==> images/ff_map.png <==
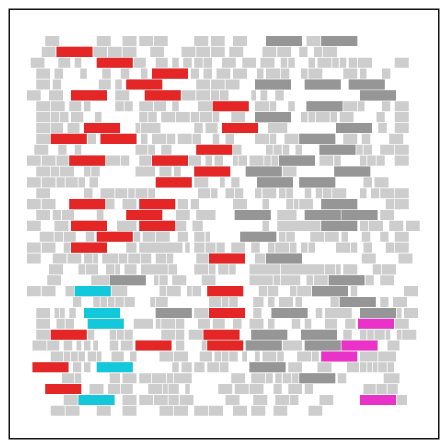
==> images/route_heat.png <==
Scale bar: 20 µm. The die is cut into 21 by 21 equal tiles; dark purple is low, yellow is high, scaled to the fullest tile. Values are wire area over tile area, all layers added.
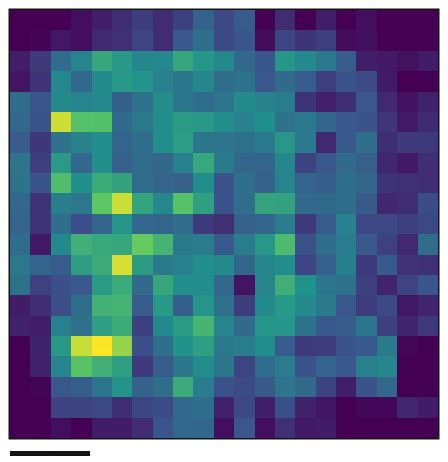
==> images/clock_wires.png <==
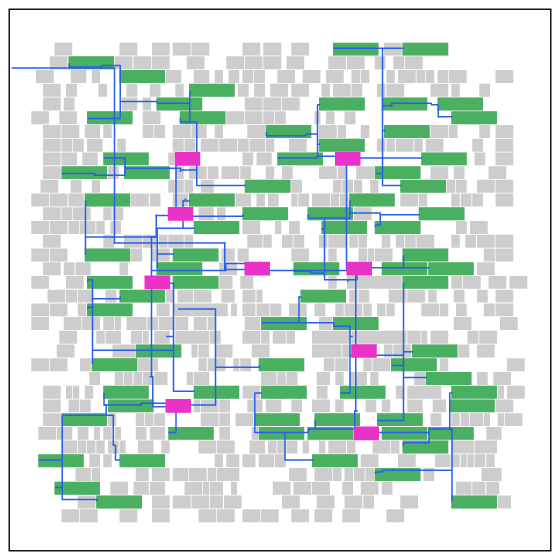
==> images/placed.png <==
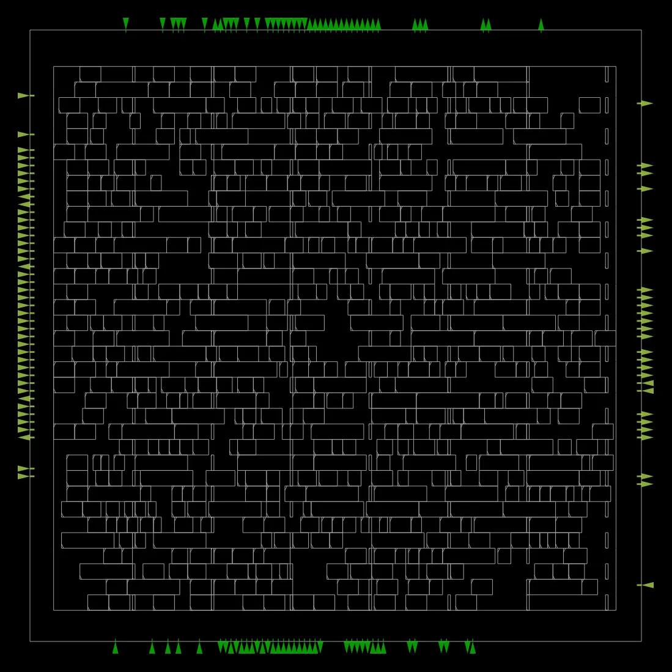
## src/rtl/cop0_exc_unit_pkg.sv

```systemverilog
// ---------------------------------------------------------------------------
// cop0_exc_unit_pkg
// Shared definitions for the coprocessor-0 / exception responder:
//   - CP0 register indexes used by MTC0/MFC0 (Status, Cause, EPC)
//   - Status bit positions (IE, EXL, UM)
//   - ExcCode constants written into Cause[6:2]
//   - sequencing states of the exception/ERET responder
// Optional feature macro: COP0_IRQ_EN (interrupt input and Status.IE).
// ---------------------------------------------------------------------------
package cop0_exc_unit_pkg;

  localparam logic [4:0] CP0_STATUS_IDX = 5'd12;
  localparam logic [4:0] CP0_CAUSE_IDX  = 5'd13;
  localparam logic [4:0] CP0_EPC_IDX    = 5'd14;

  localparam int STATUS_IE_BIT  = 0;
  localparam int STATUS_EXL_BIT = 1;
  localparam int STATUS_UM_BIT  = 4;

  localparam logic [4:0] EXC_INT = 5'd0;
  localparam logic [4:0] EXC_SYS = 5'd8;
  localparam logic [4:0] EXC_RI  = 5'd10;
  localparam logic [4:0] EXC_OV  = 5'd12;

  typedef enum logic [1:0] {
    ST_IDLE  = 2'd0,
    ST_FLUSH = 2'd1,
    ST_DRAIN = 2'd2
  } state_e;

endpackage

```

## src/rtl/cop0_regfile.sv

```systemverilog
// ---------------------------------------------------------------------------
// cop0_regfile
// Storage for Status, Cause and EPC with write masking and the MFC0 read mux.
// Only Status.EXL/UM (and IE when COP0_IRQ_EN is defined), Cause.ExcCode and
// the full EPC are stored; every other bit reads as zero.
// Update priority inside one cycle: exception entry, then ERET, then MTC0.
// Ports:
//   clk_i, rst_ni      clock, asynchronous active-low reset
//   wr_en_i/idx/data   MTC0 write (already qualified by the top level)
//   exc_take_i         exception entry: load EPC/ExcCode, set EXL
//   exc_code_i/pc_i    ExcCode and faulting PC for the entry
//   eret_i             ERET: clear EXL
//   rd_idx_i/rd_data_o combinational MFC0 read
//   exl_o, um_o, epc_o current state for the top level
//   ie_o               Status.IE (only with COP0_IRQ_EN)
// ---------------------------------------------------------------------------
module cop0_regfile
  import cop0_exc_unit_pkg::*;
(
  input  logic        clk_i,
  input  logic        rst_ni,
  input  logic        wr_en_i,
  input  logic [4:0]  wr_idx_i,
  input  logic [31:0] wr_data_i,
  input  logic        exc_take_i,
  input  logic [4:0]  exc_code_i,
  input  logic [31:0] exc_pc_i,
  input  logic        eret_i,
  input  logic [4:0]  rd_idx_i,
  output logic [31:0] rd_data_o,
  output logic        exl_o,
  output logic        um_o,
`ifdef COP0_IRQ_EN
  output logic        ie_o,
`endif
  output logic [31:0] epc_o
);

  logic        exl_q;
  logic        um_q;
  logic        ie;
  logic [4:0]  code_q;
  logic [31:0] epc_q;

  always_ff @(posedge clk_i or negedge rst_ni) begin
    if (!rst_ni) begin
      exl_q  <= 1'b0;
      um_q   <= 1'b0;
      code_q <= EXC_INT;
      epc_q  <= '0;
    end else if (exc_take_i) begin
      // No nesting: a second exception simply overwrites EPC and ExcCode.
      exl_q  <= 1'b1;
      code_q <= exc_code_i;
      epc_q  <= exc_pc_i;
    end else if (eret_i) begin
      exl_q <= 1'b0;
    end else if (wr_en_i) begin
      case (wr_idx_i)
        CP0_STATUS_IDX: begin
          exl_q <= wr_data_i[STATUS_EXL_BIT];
          um_q  <= wr_data_i[STATUS_UM_BIT];
        end
        CP0_CAUSE_IDX: code_q <= wr_data_i[6:2];
        CP0_EPC_IDX:   epc_q  <= wr_data_i;
        default: ;
      endcase
    end
  end

`ifdef COP0_IRQ_EN
  logic ie_q;

  always_ff @(posedge clk_i or negedge rst_ni) begin
    if (!rst_ni) begin
      ie_q <= 1'b0;
    end else if (!exc_take_i && !eret_i && wr_en_i && wr_idx_i == CP0_STATUS_IDX) begin
      ie_q <= wr_data_i[STATUS_IE_BIT];
    end
  end

  assign ie   = ie_q;
  assign ie_o = ie_q;
`else
  assign ie = 1'b0;
`endif

  always_comb begin
    rd_data_o = '0;
    case (rd_idx_i)
      CP0_STATUS_IDX: begin
        rd_data_o[STATUS_IE_BIT]  = ie;
        rd_data_o[STATUS_EXL_BIT] = exl_q;
        rd_data_o[STATUS_UM_BIT]  = um_q;
      end
      CP0_CAUSE_IDX: rd_data_o[6:2] = code_q;
      CP0_EPC_IDX:   rd_data_o      = epc_q;
      default:       rd_data_o      = '0;
    endcase
  end

  assign exl_o = exl_q;
  assign um_o  = um_q;
  assign epc_o = epc_q;

endmodule

```

## src/rtl/cop0_exc_unit.sv

```systemverilog
// ---------------------------------------------------------------------------
// cop0_exc_unit
// Coprocessor-0 and exception responder. Resolves commit-time requests by
// priority (irq, RI, Ov, Sys, ERET, MTC0), updates CP0 state through
// cop0_regfile, and sequences a one-cycle flush/redirect followed by a
// DRAIN_CYCLES fetch stall.
// Optional feature macro: COP0_IRQ_EN adds input irq and Status.IE.
// Ports:
//   clk, reset           clock, asynchronous active-low reset
//   commit_valid/pc      committing instruction qualifier and its PC
//   exc_ri/sys/ov/ret    exception and ERET requests
//   cowrite/co_widx/co_wdata  MTC0 write
//   co_ridx/co_rdata     combinational MFC0 read
//   cpu_mode             1 = kernel (EXL | ~UM)
//   flush, pc_sel, pc_target  one-cycle pipeline kill and fetch redirect
//   stall_fetch          fetch hold during drain
// ---------------------------------------------------------------------------
module cop0_exc_unit
  import cop0_exc_unit_pkg::*;
#(
  parameter logic [31:0] HANDLER_ADDR = 32'h8000_0180,
  parameter int unsigned DRAIN_CYCLES = 3
) (
  input  logic        clk,
  input  logic        reset,
  input  logic        commit_valid,
  input  logic [31:0] commit_pc,
  input  logic        exc_ri,
  input  logic        exc_sys,
  input  logic        exc_ov,
  input  logic        exc_ret,
  input  logic        cowrite,
  input  logic [4:0]  co_widx,
  input  logic [31:0] co_wdata,
  input  logic [4:0]  co_ridx,
`ifdef COP0_IRQ_EN
  input  logic        irq,
`endif
  output logic [31:0] co_rdata,
  output logic        cpu_mode,
  output logic        flush,
  output logic        pc_sel,
  output logic [31:0] pc_target,
  output logic        stall_fetch
);

  state_e      state_q, state_d;
  logic [3:0]  cnt_q, cnt_d;
  logic [31:0] target_q, target_d;

  logic        take_exc;
  logic [4:0]  exc_code;
  logic        take_ret;
  logic        take_wr;
  logic        exl;
  logic        um;
  logic [31:0] epc;

`ifdef COP0_IRQ_EN
  logic ie;
`endif

  cop0_regfile u_regfile (
    .clk_i      (clk),
    .rst_ni     (reset),
    .wr_en_i    (take_wr),
    .wr_idx_i   (co_widx),
    .wr_data_i  (co_wdata),
    .exc_take_i (take_exc),
    .exc_code_i (exc_code),
    .exc_pc_i   (commit_pc),
    .eret_i     (take_ret),
    .rd_idx_i   (co_ridx),
    .rd_data_o  (co_rdata),
    .exl_o      (exl),
    .um_o       (um),
`ifdef COP0_IRQ_EN
    .ie_o       (ie),
`endif
    .epc_o      (epc)
  );

  assign cpu_mode = exl | ~um;

  // Requests are only honoured from IDLE; in FLUSH/DRAIN they belong to
  // instructions that are being killed. ERET in user mode never executes
  // (the decoder pairs it with exc_ri), and it still masks a lower MTC0.
  always_comb begin
    take_exc = 1'b0;
    exc_code = EXC_INT;
    take_ret = 1'b0;
    take_wr  = 1'b0;
    if (state_q == ST_IDLE && commit_valid) begin
`ifdef COP0_IRQ_EN
      if (irq && ie && !exl) begin
        take_exc = 1'b1;
        exc_code = EXC_INT;
      end else
`endif
      if (exc_ri) begin
        take_exc = 1'b1;
        exc_code = EXC_RI;
      end else if (exc_ov) begin
        take_exc = 1'b1;
        exc_code = EXC_OV;
      end else if (exc_sys) begin
        take_exc = 1'b1;
        exc_code = EXC_SYS;
      end else if (exc_ret) begin
        take_ret = cpu_mode;
      end else if (cowrite) begin
        take_wr = 1'b1;
      end
    end
  end

  always_ff @(posedge clk or negedge reset) begin
    if (!reset) begin
      state_q  <= ST_IDLE;
      cnt_q    <= '0;
      target_q <= '0;
    end else begin
      state_q  <= state_d;
      cnt_q    <= cnt_d;
      target_q <= target_d;
    end
  end

  // The ERET target is captured from the EPC register before the edge, so a
  // same-cycle CP0 update can never leak into the redirect address.
  always_comb begin
    state_d  = state_q;
    cnt_d    = cnt_q;
    target_d = target_q;
    case (state_q)
      ST_IDLE: begin
        if (take_exc) begin
          state_d  = ST_FLUSH;
          target_d = HANDLER_ADDR;
        end else if (take_ret) begin
          state_d  = ST_FLUSH;
          target_d = epc;
        end
      end
      ST_FLUSH: begin
        state_d = ST_DRAIN;
        cnt_d   = 4'(DRAIN_CYCLES - 1);
      end
      ST_DRAIN: begin
        if (cnt_q == 4'd0) begin
          state_d = ST_IDLE;
        end else begin
          cnt_d = cnt_q - 4'd1;
        end
      end
      default: state_d = ST_IDLE;
    endcase
  end

  assign flush       = (state_q == ST_FLUSH);
  assign pc_sel      = (state_q == ST_FLUSH);
  assign pc_target   = (state_q == ST_FLUSH) ? target_q : 32'h0;
  assign stall_fetch = (state_q == ST_DRAIN);

endmodule

```

## config.mk

```make
export PLATFORM = sky130hd
export DESIGN_NAME = cop0_exc_unit
export DESIGN_NICKNAME = d
export VERILOG_FILES = /design/src/rtl/cop0_exc_unit_pkg.sv /design/src/rtl/cop0_regfile.sv /design/src/rtl/cop0_exc_unit.sv
export SDC_FILE = /design/constraint.sdc
export NUM_CORES = 1
export LEC_CHECK = 0
export CAP_MARGIN = 20
export CORE_MARGIN = 4
export CORE_UTILIZATION = 45
export CTS_BUF_LIST = sky130_fd_sc_hd__clkbuf_8
export CTS_CLUSTER_DIAMETER = 120
export DETAILED_ROUTE_END_ITERATION = 12
export PLACE_DENSITY_LB_ADDON = 0.05
export SETUP_SLACK_MARGIN = 0.15
export SLEW_MARGIN = 20
export SYNTH_ARGS = -nofsm -noshare
export SYNTH_HDL_FRONTEND = slang
export SYNTH_HIERARCHICAL = 1
export SYNTH_SLANG_ARGS = --single-unit
export TNS_END_PERCENT = 20
```

## constraint.sdc

```tcl
create_clock -name clk -period 3.4 [get_ports clk]
set_input_delay 0.51 -clock clk [delete_from_list [all_inputs] [get_ports clk]]
set_output_delay 0.51 -clock clk [all_outputs]
set_load 0.005 [all_outputs]
```

==> run notes <==
yosys + openroad results -> Sw Share=34.0%, mux share=7.97%, maximum number of pins on one net before global-route repair=a little under 80, Post-Synth Adder-Cell Area=0.567%, met1 wire length=~6000 µm, part of the total power dissipated in sequential elements=42.8%, multi-input combinational cell count=approximately 310, slew at the pin with the worst max-slew slack=992 ps, met3 usage in global routing=under 10%, Final setup violation count=0, fraction of synthesized cell area taken by the top area cell type=between 40% and 50%, XOR Share, Synth=0%, internal power=2.24 mW, number of enable flip-flop cells=0, kind of start point of the critical path=flop, number of levels in the clock H-tree=3, comb pwr=1.11 mW, power drawn by the sequential cells=between 1 and 1.5 mW, number of antenna violations at the first check in global routing=0, highest achievable clock rate=around 340 MHz, total area of multi-input combinational cells=2150 µm², remaining design rule violation count=0, Worst-path clk slew=80 ps, count of TritonRoute iterations in the first routing pass=5, overall die area=~11000 µm², destination of the critical timing path=pc_target[20], vias in the first global route=3921, Critical Path Source=state_q[1], endpoint kind of the worst setup timing path=output port, area growth from synthesis to layout=39.9%, count of buffers not belonging to the clock network in the layout=roughly 170, cell types with the highest counts after synthesis=77 x dfrtp_1, 59 x and2_1, 46 x o21ai_1, Critical R2R Capture=u_regfile/um_o, count of cells along the worst register-to-register path=7, highest-utilization routing layer at the global route stage=met2, most common cell after layout, fill and taps aside=clkdlybuf4s50_1, Setup Crit Path Kind=reg -> out, unrepaired setup endpoints after global routing=false, top cells, area=dfrtp_1 44%, and2_1 8.4%, mux2i_1 7.7%, power density cells=roughly 550 nW/µm², row cnt=35, buffer cell driving the clock tree root=clkbuf_8, number of antenna cells inserted=0, Rel. slew slack=33.9%, aoi share=24.2%, die width=~110 µm, post-route cell area=around 6200 µm², Post-Place Setup Slack=just over 400 ps, 1st-iter DRT viols=182, top contributor to total power=sequential cells, Max stage delay cell, worst path=inv_1, number of warnings printed during yosys synthesis=6, Leak=2.54 nW, routed vias/inst=5.46, Worst Slack Setup Final=between 400 and 500 ps, number of buffers inserted for hold repair after clock tree synthesis=0, number of warnings the tools reported=27, count of pins over their slew limit=0, Non-clock buffers, area share=26.3%, cell count after synthesis=454, Signal inverters=20, wire length of the first global-routing pass=20900 µm, Synth Flop Type=dfrtp_1, count of max-cap constraint violations=0, total overflow reported by the global router=0, Syn Area/Cell=9.72 µm², dominant kind of cell by area=multi-input combinational cells, #FFs+latches synth=about 77, Clock buffer cells=9, floorplan-stage core utilization=47.1%, most frequently used cell type in the post-synthesis netlist=dfrtp_1, amount of wire on met2 after detailed routing=6150 µm, power share of the combinational group=~33%, met2 Use GR=between 30% and 40%, cell type with the highest aggregate area in the netlist=dfrtp_1, Max Used Layer=met4, run status=completed, crit path DAT=2410 ps, Final ANT Viol Nets=0, via total after detailed routing=3940, async set or reset register ratio after synthesis=100%, count of pins on the block boundary=roughly 150, worst flop-to-flop path startpoint=state_q[0], Seq/Total Area, Yosys=43.7%, flop count=between 70 and 80, accumulated negative setup slack=0 ps, CP Data Required Time=2890 ps, clock tree from TritonCTS=built, TritonCTS sink count=77, quantity of gates resized following cts=0, Max stage delay on crit path=a little under 600 ps
Notes on ff_map.png above:
[red] `u_regfile/epc_o` | flops: 32
[magenta] `cnt_q` | flops: 4 | where: south-east
[cyan] `u_regfile/code_q` | flops: 5 | where: south-west
not colored: 36
Seq area share: 31.2%
FF/Latch Area: 1930 µm²

Notes on route_heat.png above:
emptiest ninth of the die: north-east
fullest tile: 0.60
mean over tiles: 0.18
WL per Instance: 18.2 µm
post-detailed-routing wire length: 13100 µm
GRT Overall Usage: 23.2%

Notes on clock_wires.png above:
[magenta] clock-net drivers | count: 9
[blue] clock wires | length: 997 µm
[green] flip-flops | count: 77
routed clock nets: 10
clock network power: 831 µW
Clock Power Share: 24.5%
maximum clock skew at final layout: 10.7 ps
Latency at later pin: 350 ps

Notes on placed.png above:
number of filler cells placed in the layout: 787
Post-Route Utilization: 65.9%
core area: 9370 µm²
non-filler instance count after layout: 722

Power and IR drop assume default switching activity.
